==> config.mk <==
export PLATFORM = sky130hd
export DESIGN_NAME = sseg_event_display
export DESIGN_NICKNAME = d
export VERILOG_FILES = /design/src/rtl/sseg_event_display.sv
export SDC_FILE = /design/constraint.sdc
export NUM_CORES = 1
export LEC_CHECK = 0
export ABC_AREA = 1
export CAP_MARGIN = 0
export CORE_ASPECT_RATIO = 2
export CORE_MARGIN = 10
export CORE_UTILIZATION = 50
export CTS_CLUSTER_DIAMETER = 50
export DETAILED_ROUTE_END_ITERATION = 10
export GPL_TIMING_DRIVEN = 0
export PLACE_DENSITY = 0.76
export SYNTH_ARGS = -nofsm -noshare
export SYNTH_HDL_FRONTEND = slang
export SYNTH_SLANG_ARGS = --single-unit
==> constraint.sdc <==
create_clock -name i_clk -period 6.7 [get_ports i_clk]
set_clock_uncertainty 0.2 [all_clocks]
set_input_delay 1.34 -clock i_clk [delete_from_list [all_inputs] [get_ports i_clk]]
set_output_delay 1.34 -clock i_clk [all_outputs]
set_load 0.02 [all_outputs]
==> src/rtl/sseg_event_display.sv <==
// Event queue feeding the seven-segment peripheral's alternate-input path.
// Each queued event is shown for a fixed hold time, with optional blink and leading-zero blanking.
module sseg_event_display #(
    parameter int unsigned HOLD_CYCLES  = 50_000_000,
    parameter int unsigned BLINK_CYCLES = 12_500_000,
    parameter int unsigned FIFO_DEPTH   = 4
) (
    input  logic        i_clk,
    input  logic        i_reset,
    input  logic        i_ev_valid,
    input  logic [31:0] i_ev_data,
    input  logic [1:0]  i_ev_kind,
    output logic        o_ev_ready,
    input  logic        i_flush,
    output logic [31:0] o_alt_data,
    output logic [5:0]  o_alt_en,
    output logic        o_alt_sel,
    output logic        o_busy
);

    localparam int unsigned HW = $clog2(HOLD_CYCLES);
    localparam int unsigned BW = (BLINK_CYCLES > 1) ? $clog2(BLINK_CYCLES) : 1;
    localparam int unsigned PW = $clog2(FIFO_DEPTH);
    localparam int unsigned CW = PW + 1;

    typedef struct packed {
        logic [1:0]  kind;
        logic [31:0] data;
    } ev_t;

    typedef enum logic {IDLE, SHOW} state_t;

    state_t          state_q, state_d;
    ev_t             mem_q [FIFO_DEPTH];
    ev_t             mem_d [FIFO_DEPTH];
    logic [PW-1:0]   wr_ptr_q, wr_ptr_d, rd_ptr_q, rd_ptr_d;
    logic [CW-1:0]   count_q, count_d;
    logic [HW-1:0]   hold_q, hold_d;
    logic [BW-1:0]   blink_q, blink_d;
    logic            phase_q, phase_d;
    logic            blink_en_q, blink_en_d;
    logic [5:0]      mask_q, mask_d;
    logic [31:0]     data_q, data_d;
    logic [5:0]      en_q, en_d;
    logic            sel_q, sel_d;
    logic            busy_q, busy_d;

    logic            full;
    logic            push;
    logic            pop;
    logic            hold_done;
    ev_t             head;

    // Digit k stays lit if it is digit 0 or any nibble at or above it is nonzero.
    function automatic logic [5:0] lz_mask(input logic [23:0] d);
        logic [5:0] m;
        m[5] = |d[23:20];
        for (int k = 4; k >= 0; k--) begin
            m[k] = m[k+1] | (|d[4*k +: 4]);
        end
        m[0] = 1'b1;
        return m;
    endfunction

    assign full       = (count_q == CW'(FIFO_DEPTH));
    assign o_ev_ready = i_reset && !full && !i_flush;
    assign push       = i_ev_valid && o_ev_ready;
    assign hold_done  = (hold_q == HW'(HOLD_CYCLES - 1));
    assign head       = mem_q[rd_ptr_q];

    always_comb begin
        state_d    = state_q;
        mem_d      = mem_q;
        wr_ptr_d   = wr_ptr_q;
        rd_ptr_d   = rd_ptr_q;
        count_d    = count_q;
        hold_d     = hold_q;
        blink_d    = blink_q;
        phase_d    = phase_q;
        blink_en_d = blink_en_q;
        mask_d     = mask_q;
        data_d     = data_q;
        en_d       = en_q;
        sel_d      = sel_q;
        pop        = 1'b0;

        if (i_flush) begin
            state_d  = IDLE;
            wr_ptr_d = '0;
            rd_ptr_d = '0;
            count_d  = '0;
            hold_d   = '0;
            blink_d  = '0;
            sel_d    = 1'b0;
            en_d     = 6'h00;
        end else begin
            pop = (count_q != '0) && ((state_q == IDLE) || hold_done);
            if (push) begin
                mem_d[wr_ptr_q] = '{kind: i_ev_kind, data: i_ev_data};
                wr_ptr_d        = wr_ptr_q + PW'(1);
            end
            if (pop) begin
                rd_ptr_d = rd_ptr_q + PW'(1);
            end
            count_d = count_q + CW'(push) - CW'(pop);

            if (pop) begin
                state_d    = SHOW;
                sel_d      = 1'b1;
                data_d     = head.data;
                mask_d     = head.kind[1] ? lz_mask(head.data[23:0]) : 6'h3F;
                en_d       = mask_d;
                blink_en_d = head.kind[0];
                phase_d    = 1'b1;
                hold_d     = '0;
                blink_d    = '0;
            end else if (state_q == SHOW) begin
                if (hold_done) begin
                    state_d = IDLE;
                    sel_d   = 1'b0;
                    en_d    = 6'h00;
                    hold_d  = '0;
                    blink_d = '0;
                end else begin
                    hold_d = hold_q + HW'(1);
                    // Blink phase flips after every BLINK_CYCLES cycles of display.
                    if (blink_en_q) begin
                        if (blink_q == BW'(BLINK_CYCLES - 1)) begin
                            blink_d = '0;
                            phase_d = !phase_q;
                            en_d    = phase_d ? mask_q : 6'h00;
                        end else begin
                            blink_d = blink_q + BW'(1);
                        end
                    end
                end
            end
        end

        busy_d = (state_d == SHOW) || (count_d != '0);
    end

    always_ff @(posedge i_clk) begin
        if (!i_reset) begin
            state_q    <= IDLE;
            wr_ptr_q   <= '0;
            rd_ptr_q   <= '0;
            count_q    <= '0;
            hold_q     <= '0;
            blink_q    <= '0;
            phase_q    <= 1'b0;
            blink_en_q <= 1'b0;
            mask_q     <= 6'h00;
            data_q     <= '0;
            en_q       <= 6'h00;
            sel_q      <= 1'b0;
            busy_q     <= 1'b0;
        end else begin
            state_q    <= state_d;
            wr_ptr_q   <= wr_ptr_d;
            rd_ptr_q   <= rd_ptr_d;
            count_q    <= count_d;
            hold_q     <= hold_d;
            blink_q    <= blink_d;
            phase_q    <= phase_d;
            blink_en_q <= blink_en_d;
            mask_q     <= mask_d;
            data_q     <= data_d;
            en_q       <= en_d;
            sel_q      <= sel_d;
            busy_q     <= busy_d;
        end
    end

    // Queue storage needs no reset; occupancy is tracked by the pointers.
    always_ff @(posedge i_clk) begin
        mem_q <= mem_d;
    end

    assign o_alt_data = data_q;
    assign o_alt_en   = en_q;
    assign o_alt_sel  = sel_q;
    assign o_busy     = busy_q;

endmodule

**Run 1: met1 routing**

Scale: 3 px per um. Supply wires on this layer in grey. Cells faint in the background.
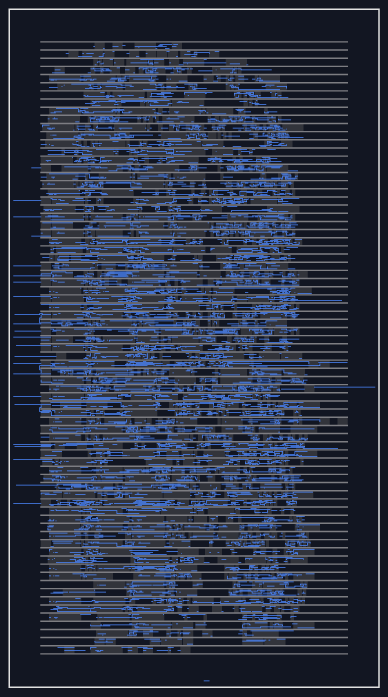
The layer holds 33% of the routed length. 1261 nets have wire on it. The layer carries 9290 um of wire.
Routed WL: 28.08 mm
via count: 8571
GR met1 Demand/Resource: 18.36%

**Run 1: met2 routing**

Scale: 3 px per um.
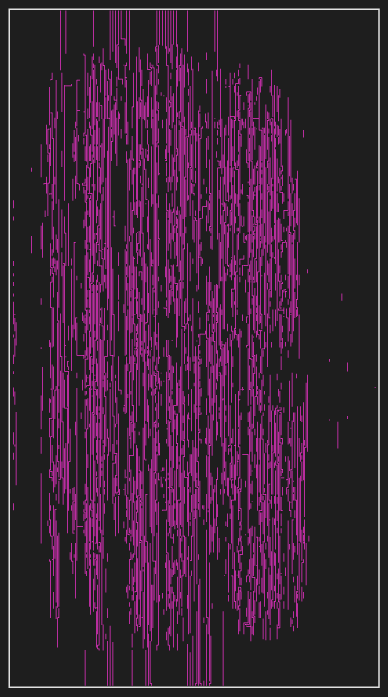
The wires run mostly vertical. The layer holds 58% of the routed length. The layer carries 16200 um of wire. 1080 nets have wire on it. The longest straight run is 92.1 um.
met2 Usage GRT: 39.96%

==> changes_impl.md, run 1 <==
## Flow update

- Status: completed
- Combinational share of power: a little under a third
- Die H: ~230 um
- Maximum clock frequency: just under 200 MHz
- Tap cell count: 269
- Synth unique cells: 44
- Io pins: approximately 80
- Vias in the first global route: a little under 9000
- Syn_area_per_cell: 8.910 um^2
- Drt drc: 0
- Gpl congestion: slightly above 0.9
- Seq/total area: approximately half
- Layout cells sized above 1: between 7 and 8%
- Vias per Instance: 5.449
- Maxcap violations: 0
- Commonest non-fill, non-tap cells in the layout: nand2_1 (304), nor2_1 (143), edfxtp_1 (136)
- Total Neg Setup Slack: 0 ps
- Post-route total power: 4.289 mW
- Power Density: roughly 340 mW/mm^2
- Most used cell, CP: clkdlybuf4s50_1
- Most flops, register: mem_q
- Clock transition at path regs: approximately 70 ps
- Post-DP HPWL: slightly above 20 mm
- Yosys cell count: ~1200
- PortBufs: a little under 80
- HP Class: reg2reg
- Simple-gate area share of the yosys netlist: 25.74%
- Signal inverters: around 91
- Yosys aoi share: about 8.2%
- EDFF count, synth: approximately 140
- Core Box Area: ~0.021 mm^2
- Reg area: 0.006206 mm^2
- Hold_ws: between 200 and 300 ps
- Crit path DRT: around 5200 ps
- Internal power: between 2 and 3 mW
- Post-route antenna net violation count: 0
- Post-Place Setup Slack: 1500 ps
- Max incr delay on CP: roughly 660 ps
- Layout Nets: 1337
- Chip Width: 122.8 um
- Synth top cell by count: nand2_1
- Post-Route Utilization: between 50% and 60%
- Fraction of area in multi-input gates: a little under a third
- Clock Tree Root: clkbuf_16
- Syn Inst Count: 1185
- Most numerous logic cell after layout: nand2_1
- Multi-In Gates: between 800 and 900
- Non-filler cells in the finished layout: ~1600
- Deepest clock path buffer count: 3
- Max reg flops: 136
- Logic area: roughly 0.0038 mm^2
- Clock group: 1.21 mW
- Gr busiest metal: met2
- Slew @ Worst Pin: just under 800 ps
- Area share, top type: about two fifths
- # Post-CTS Setup Buffers: 0
- Slew HR: 47.76%
- DR iter-0 viols: roughly 470
- Pin count of the biggest net entering global routing: 28
- Post-synth mux share: 0%
- Mapped Area: 0.01056 mm^2
- Nonclk buf count: 125
- Post-cts resize count: 0
- Placed inst area: 0.01179 mm^2
- Fillers: about 1800
- Setup violators final: 0
- Synth flops: approximately 240
- Init Core Util: 50.46%
- Latency at later pin: approximately 510 ps
- Top Layer Used: met4
- All-Layer GR Usage: around 20%
- Buffering overhead: 8.786%
- Cell taking the most area after synthesis: edfxtp_1
- Ys async rst share: 0%
- CTS sink count: between 200 and 250
- CTS hold repair buffers: 0
- P&R area growth vs syn: 18.01%
- Minimum clock period: 5069 ps
- Post-route cell area: 0.01246 mm^2
- Layout clock buffers: 28
- Worst-path cell chain: clkdlybuf4s50_1 > inv_2 > nor2_2 > inv_1 > a21oi_1 > clkdlybuf4s50_1
- CTS tree: done
- Net Sw Power: around 1.5 mW
- Cell Count Post-Placement: roughly 1500
- Leakage dissipation: ~4.4 nW
- Post-synth area hogs: edfxtp_1 (39%), dfxtp_1 (20%), nand2_1 (11%)
- Synth top cells by count: nand2_1 (304), nor2_1 (147), edfxtp_1 (136), dfxtp_1 (106), nand3_1 (98)
- Global route overflow: 0
- PnR worst setup slack: 1631 ps
- Clock network area share: roughly 5.4%
- Chip area: 0.02768 mm^2
- Chip Area, Yosys: about 0.011 mm^2
- Final hold vios: 0
- Worst EP arrival: between 3000 and 4000 ps
- Switching part of the total: approximately 34%
- XOR Share, Synth: less than 1%
- CP Launch Type: input port
- Routed wl met2: between 15 and 20 mm
- H-tree levels: 1
- RSZ-0062 raised after global routing: false
- Slowest-stage cell, CP: clkdlybuf4s50_1
- Flop pwr share: between 40% and 50%
**Run 1: the metal 3 layer**

Scale: 3 px per um. Cells faint in the background.
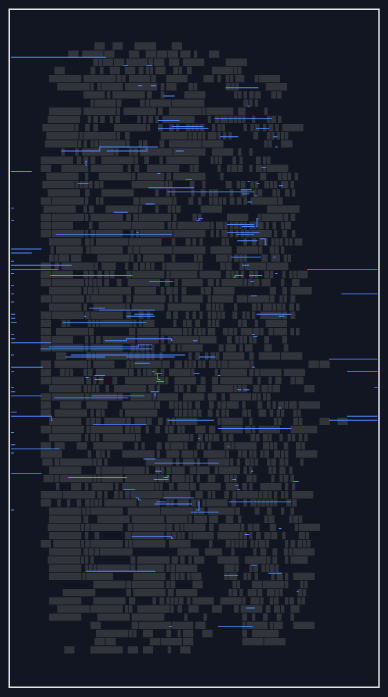
The longest straight run is 38.4 um. The layer carries 1170 um of wire.
GR Util met3: 2.434%

run 1: cell families (layout without fill, tap and decap cells):
kind of cell | count (synthesis) | after routing
flops | 242 | 242
buf+inv | 134 | 253
simple gates | 633 | 633
xor+xnor | 9 | 9
compound gates | 158 | 158
fa+ha+maj | 9 | 9
run 1: worst max-delay path: cells and delay by family:
| family | cells | cell delay [ps] |
|---|---|---|
| AND/OR/NAND/NOR | 1 | 380 |
| AND-OR/OR-AND | 1 | 250 |
| buffers and inverters | 4 | 1550 |
run 1: final timing paths:
check | start | end | slack, ps | cells after the start
worst max-delay path | i_reset | o_ev_ready | 1630 | 6
worst min-delay path | o_alt_data[13] | o_alt_data[13] | 260 | 2
worst max register to register | hold_q[0] | o_busy | 3380 | 16
worst min register to register | o_alt_data[13] | o_alt_data[13] | 260 | 2
**Run 1: met4 routing**

Scale: 2 px per um. Supply wires on this layer in grey. Cells faint in the background.
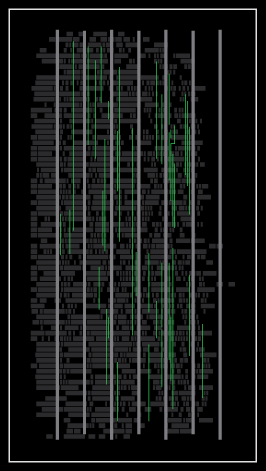

==> inputs of run 2 (changes only) <==
Settings changed: PLACE_DENSITY 0.76 to 0.79.
Clock period 6.7 ns to 4.3 ns, I/O delays scaled along.
**Run 2: met4 routing**

Scale: 2 px per um. Supply wires on this layer in grey. Cells faint in the background.
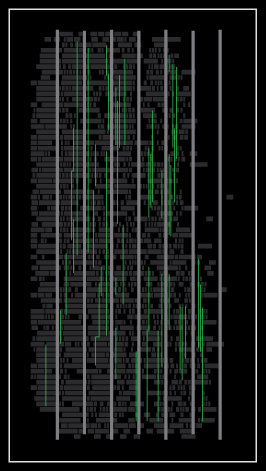
The longest straight run is 107 um. The layer holds 5.9% of the routed length. The layer carries 1660 um of wire. The wires run mostly vertical.
Routed WL: 28.14 mm
via count: 8618

**Run 2: the metal 3 layer**

Scale: 3 px per um. Cells faint in the background.
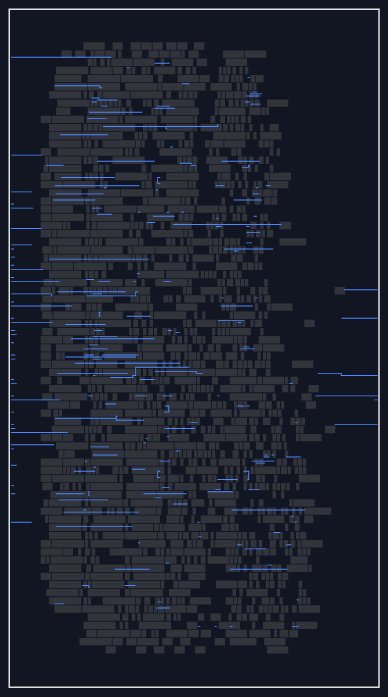
The longest straight run is 38.2 um. The layer holds 4.7% of the routed length. The layer carries 1320 um of wire.
GR Util met3: 2.936%

==> changes_impl.md, run 2 <==
## Flow update

- Status: completed (unchanged)
- Gpl congestion: 0.9859 (was 0.9125)
- Deepest clock path buffer count: 3 (unchanged)
- Ys async rst share: 0% (unchanged)
- Yosys aoi share: 8.212% (unchanged)
- Worst-path cell chain: clkdlybuf4s50_1 > inv_2 > nor2_2 > inv_1 > a21oi_1 > clkdlybuf4s50_1 (unchanged)
- Chip area: 0.02768 mm^2 (unchanged)
- Net Sw Power: 2.309 mW (was 1.455 mW)
- XOR Share, Synth: 0.7465% (unchanged)
- CTS sink count: 242 (unchanged)
- Die H: 225.5 um (unchanged)
- Crit-path leading delay family: buffers and inverters (unchanged)
- Most numerous logic cell after layout: nand2_1 (unchanged)
- Slew HR: 39.14% (was 47.76%)
- Layout Nets: 1338 (was 1337)
- # Post-CTS Setup Buffers: 0 (unchanged)
- Maxcap violations: 0 (unchanged)
- Synth flops: 242 (unchanged)
- Vias in the first global route: 8740 (was 8714)
- Met2 Usage GRT: 39.51% (was 39.96%)
- Setup violators final: 0 (unchanged)
- DR iter-0 viols: 530 (was 467)
- Synth top cell by count: nand2_1 (unchanged)
- Post-route total power: 6.868 mW (was 4.289 mW)
- Cell Count Post-Placement: 1536 (unchanged)
- Internal power: 4.559 mW (was 2.833 mW)
- Non-filler cells in the finished layout: 1576 (was 1573)
- Post-Route Utilization: 59.99% (was 59.55%)
- CTS hold repair buffers: 0 (unchanged)
- P&R area growth vs syn: 18.89% (was 18.01%)
- Post-synth area hogs: edfxtp_1 (39%), dfxtp_1 (20%), nand2_1 (11%) (unchanged)
- Cell taking the most area after synthesis: edfxtp_1 (unchanged)
- Post-route antenna net violation count: 0 (unchanged)
- Mapped Area: 0.01056 mm^2 (unchanged)
- RSZ-0062 raised after global routing: false (unchanged)
- R2R Setup Slk: 1030 ps (was 3380 ps)
- Post-route cell area: 0.01255 mm^2 (was 0.01246 mm^2)
- Drt drc: 0 (unchanged)
- Minimum clock period: 4172 ps
- Combinational share of power: 29.4% (was 30.1%)
- Worst EP arrival: 3110 ps (was 3530 ps)
- PnR worst setup slack: 128.2 ps (was 1631 ps)
- Worst Hold Launch: o_alt_data[5] (was o_alt_data[13])
- EDFF count, synth: 136 (unchanged)
- Global route overflow: 0 (unchanged)
- Gr busiest metal: met2 (unchanged)
- CTS tree: done (unchanged)
- Leakage dissipation: 4.454 nW (was 4.414 nW)
- Pin count of the biggest net entering global routing: 28 (unchanged)
- CP Launch Type: input port (unchanged)
- PortBufs: 78 (unchanged)
- Max reg flops: 136 (unchanged)
- Latency at later pin: 520 ps (was 510 ps)
- Max incr delay on CP: 660 ps (about the same)
- Hold_ws: 263.4 ps (was 262.7 ps)
- Post-synth mux share: 0% (unchanged)
- Hold path depth: 2 (unchanged)
- Simple-gate area share of the yosys netlist: 25.74% (unchanged)
- Clock group: 2.05 mW (was 1.21 mW)
- Clock Tree Root: clkbuf_16 (unchanged)
- Most flops, register: mem_q (unchanged)
- Most used cell, CP: clkdlybuf4s50_1 (unchanged)
- Post-cts resize count: 0 (unchanged)
- Post-DP HPWL: 20.82 mm (was 20.55 mm)
- Crit path DRT: 3240 ps (was 5160 ps)
- Power Density: 547.1 mW/mm^2 (was 344.2 mW/mm^2)
- Area share, top type: 38.68% (unchanged)
- Flop pwr share: 40.7% (was 41.8%)
- Syn Inst Count: 1185 (unchanged)
- Io pins: 79 (unchanged)
- Yosys cell count: 1185 (unchanged)
- Chip Width: 122.8 um (unchanged)
- Hold endpoint: o_alt_data[5] (was o_alt_data[13])
- Worst R2R End: o_busy (unchanged)
**Run 2: routing congestion**

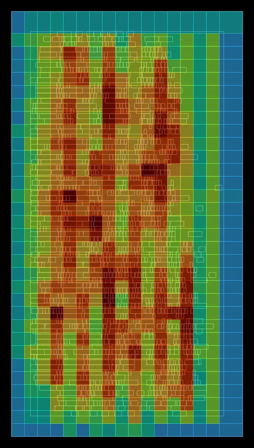
drt wl/cell: 17.86 um
GR met1 Demand/Resource: 18.29%
All-Layer GR Usage: 20.27%

[run 2: cell families (layout without fill, tap and decap cells)]
group | count (synthesis) | after routing
AOI/OAI and AO/OA | 158 | 158
xor gates and xnor gates | 9 | 9
adders and majority gates | 9 | 9
DFF | 242 | 242
and+or+nand+nor | 633 | 633
buffers and inverters | 134 | 256
[run 2: area by class of cell]
type                    count  area (um^2)  share of cell area [%]
flip-flops and latches    242         6206                   49.44
clock buffers              28        604.3                   4.814
well taps                 269        336.6                   2.681
plain buffers              43        226.5                   1.804
inverters                  91        342.8                   2.731
clock inverters            12        152.6                   1.216
repair buffers             82        868.3                   6.917
multi-input cells         809         3816                   30.40
[run 2: metal layers]
layer  up-vias  routed length (um)
met3        97                1317
met5         -                   0
met1      4028                9254
li1       4200                   -
met2       293               15910
met4         0                1656
Power figures rest on the tool's default switching activity, not on a simulated workload.
